Design l2_arbiter_flat, sky130hd; sources not shown.
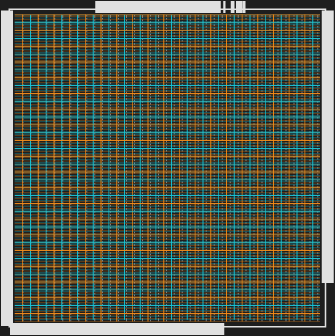
(run_1/pdn.png)
Pins as bars on the die edge. Tap cells in grey.
Orange stands for VSS. Cyan stands for VDD.
3743 tap cells. 39 straps on met5. 38 straps on met4.
core footprint: 280000 um^2
die width: 545 um
die height: 547 um
VDD IR-drop max: 597 uV

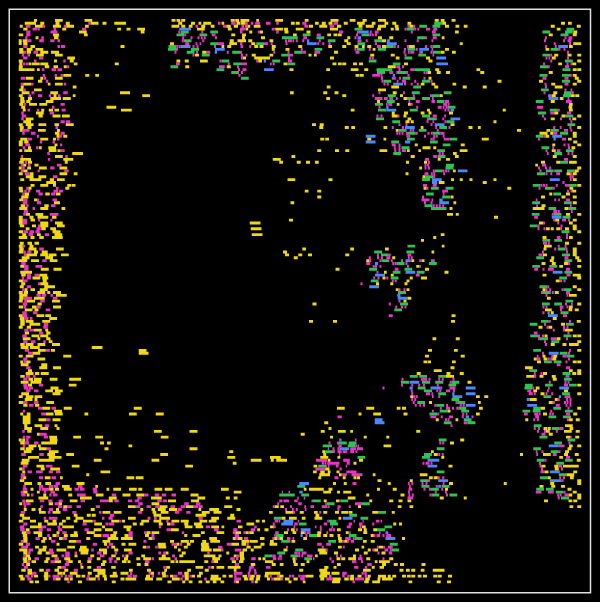
(run_1/cell_classes.png)
Magenta stands for all other logic, cells 1442. Yellow stands for other buffers and delay cells, cells 1617. Green stands for flops, cells 293. Blue stands for clock drivers and dummy loads, cells 82.
fin area: 41200 um^2
FP Rows: 195
fraction of area in registers: 14.3%
Final Util: 14.7%

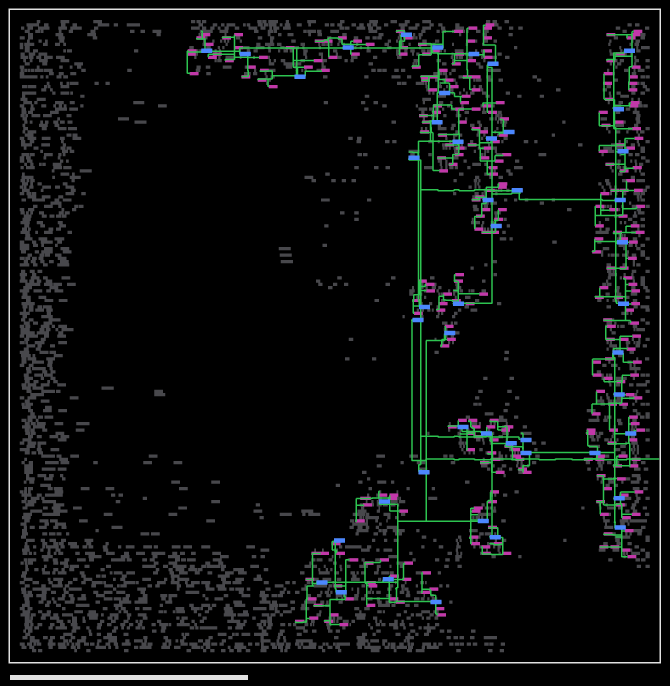
(run_1/clock_map.png)
Scale bar: 200 um.
Magenta stands for flip-flops, count 293. Green stands for clock wires, length 6410 um. Blue stands for cells driving clock nets, count 47.
There are 48 routed clock nets.
P_clk: 8.57 mW
clk_skew: 0.0217 ns
Clock Latency Late Sink: 0.61 ns
Clk pwr share: 30.1%

==> impl_metrics.ini, run 1 <==
; generated from flow reports
[sta]
fin_tns_setup_ns = -130.18
period_minus_slack_ns = 2.39
hold_violations = 0
maxSlewViolCount = 0
setup_viol = 526
setup_ws_ns = -0.374

[grt]
grt_util_met3_pct = 5.65
use_met2_pct = 24.6
grt_max_degree = 79
track_usage_pct = 13.8
antenna_found_initial = 98
grt_util_met1_pct = 15.6

[status]
violations = negative setup slack
status = complete, but fails checks

[place]
numPortBuffers = 1385
placed_area_um2 = 35900

[synth]
ys_seq_elements = 293
edf_count = 0
syn_area_um2 = 15000
ys_sh_aoi_pct = 20.9
syn_area_per_cell_um2 = 7.45
most_common_cell = and3_1

[power]
switching_share_pct = 40.1
comb-power_mw = 13.0
pwr-share-seq_pct = 24.1
powerDensity_nw_per_um2 = 691
internal_power_mw = 17.1

[cts]
cts_root_buffer = clkbuf_16
cts_tree = done
cts.clk_slew.worst_paths_ns = 0.06

[route]
route.detailed.drc = 0
drtAntennaViolNets = 0
firstDrtPassIters = 5
top_layer_used = met5
wl_met1_um = 86000
drt-total-wl_um = 222000
met3_length_um = 22400
wl_met2_um = 108000

[layout]
final_layout_top_logic_cells = clkdlybuf4s50_1, buf_4, buf_12
antennaDiodeCount = 21
logic_area_um2 = 9460
largest_reg_flops = 256
largest_class = non-clock buffers
final_layout_size_suffix_gt1_share_pct = 35.3
logic_gates = 1436
flop-count = 293
fill_cells = 31716

[critical_path]
setup.reg_to_reg.worst_slack_ns = 0.16
crit_arrival_ns = 2.19
reg2regPathDepth = 9
cp_slowest_cell = dfxtp_4
worstSetupPathType = reg -> out
crit_top_cell = buf_12
path_buffers = 5
cp_top_family = buffers and inverters

[worst_hold_path]
hold_path_depth = 3
hp-class = in -> reg

[floorplanning]
fp_util_pct = 5.36
==> run_1/final_congestion.png <==
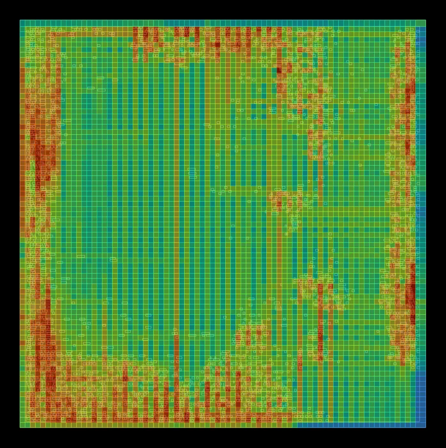

==> run 2, diff against run 1 <==
CTS_CLUSTER_SIZE = 30   (was unset)
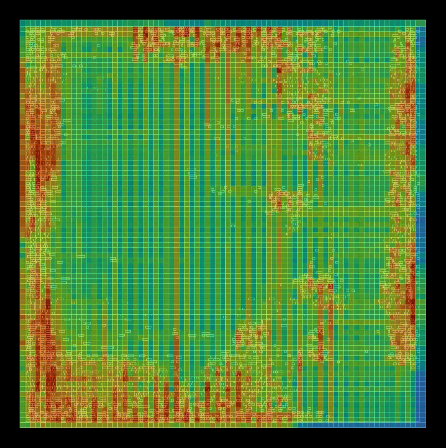
(run_2/final_congestion.png)
GR Util met2: 24.7%
GR Util All Layers: 13.8%

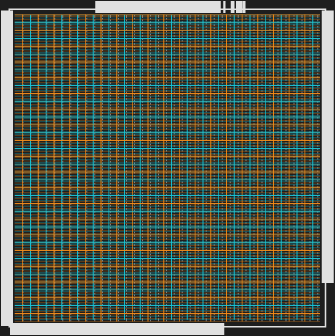
(run_2/pdn.png)
Pins as bars on the die edge. Tap cells in grey.
Cyan stands for VDD. Orange stands for VSS.
196 met1 rails follow the rows. 38 straps on met4. 1386 signal pins sit on the boundary. 39 straps on met5.
VDD IR-drop max: 566 uV

==> run 2 against run 1 <==
The flow still finishes with violations (negative setup slack); die area is the same; sequential power is essentially flat; first-iteration DRC count grew 3.3%; maximum frequency shrank 0.68%; critical path type unchanged.
==> impl_metrics.ini, run 2 <==
; generated from flow reports
[status]
status = complete, but fails checks
violations = negative setup slack

[synth]
edf_count = 0
ys_seq_elements = 293
syn_area_um2 = 15000
syn_area_per_cell_um2 = 7.45
most_common_cell = and3_1
ys_sh_aoi_pct = 20.9

[place]
numPortBuffers = 1385
placed_area_um2 = 35900

[sta]
fin_skew_ns = 0.0344
setup_viol = 531
fin_tns_setup_ns = -129.89
hold_violations = 0
setup_ws_ns = -0.391
period_minus_slack_ns = 2.41
maxSlewViolCount = 0

[route]
top_layer_used = met5
drt-total-wl_um = 222000
wl_met2_um = 109000
drtAntennaViolNets = 0
firstDrtPassIters = 5
met3_length_um = 23100
route.detailed.drc = 0
vias = 22941

[critical_path]
worstSetupPathType = reg -> out
cp_top_family = buffers and inverters
crit_arrival_ns = 2.21
reg2regPathDepth = 9
crit_top_cell = buf_12
path_buffers = 5
cp_slowest_cell = dfxtp_4
setup.reg_to_reg.worst_slack_ns = 0.15

[layout]
clock_area_share_pct = 3.73
fill_cells = 31731
antennaDiodeCount = 13
final_layout_top_logic_cells = clkdlybuf4s50_1, buf_4, buf_12
largest_class = non-clock buffers
utilization_pct = 14.6
logic_area_um2 = 9420
postLayoutCellArea_um2 = 41000
final_layout_size_suffix_gt1_share_pct = 35.2
largest_reg_flops = 256
flop-count = 293

[grt]
antenna_found_initial = 99
grt_max_degree = 79
grt_util_met3_pct = 5.73
grt_util_met1_pct = 15.5

[power]
switching_share_pct = 41.2
comb-power_mw = 13.0
powerDensity_nw_per_um2 = 684
p_clk_share_pct = 29.3
clock_power_mw = 8.23
internal_power_mw = 16.5
pwr-share-seq_pct = 24.4

[cts]
clk_latency_ns = 0.64
cts_tree = done
hold_buffers = 1

[floorplanning]
fp.dieH_um = 547
chipWidth_um = 545
fp_util_pct = 5.36
core_area_um2 = 280000

[worst_hold_path]
hp-class = in -> reg
hold_path_depth = 3
No activity file was given, so power comes from the tool's default toggle rates.
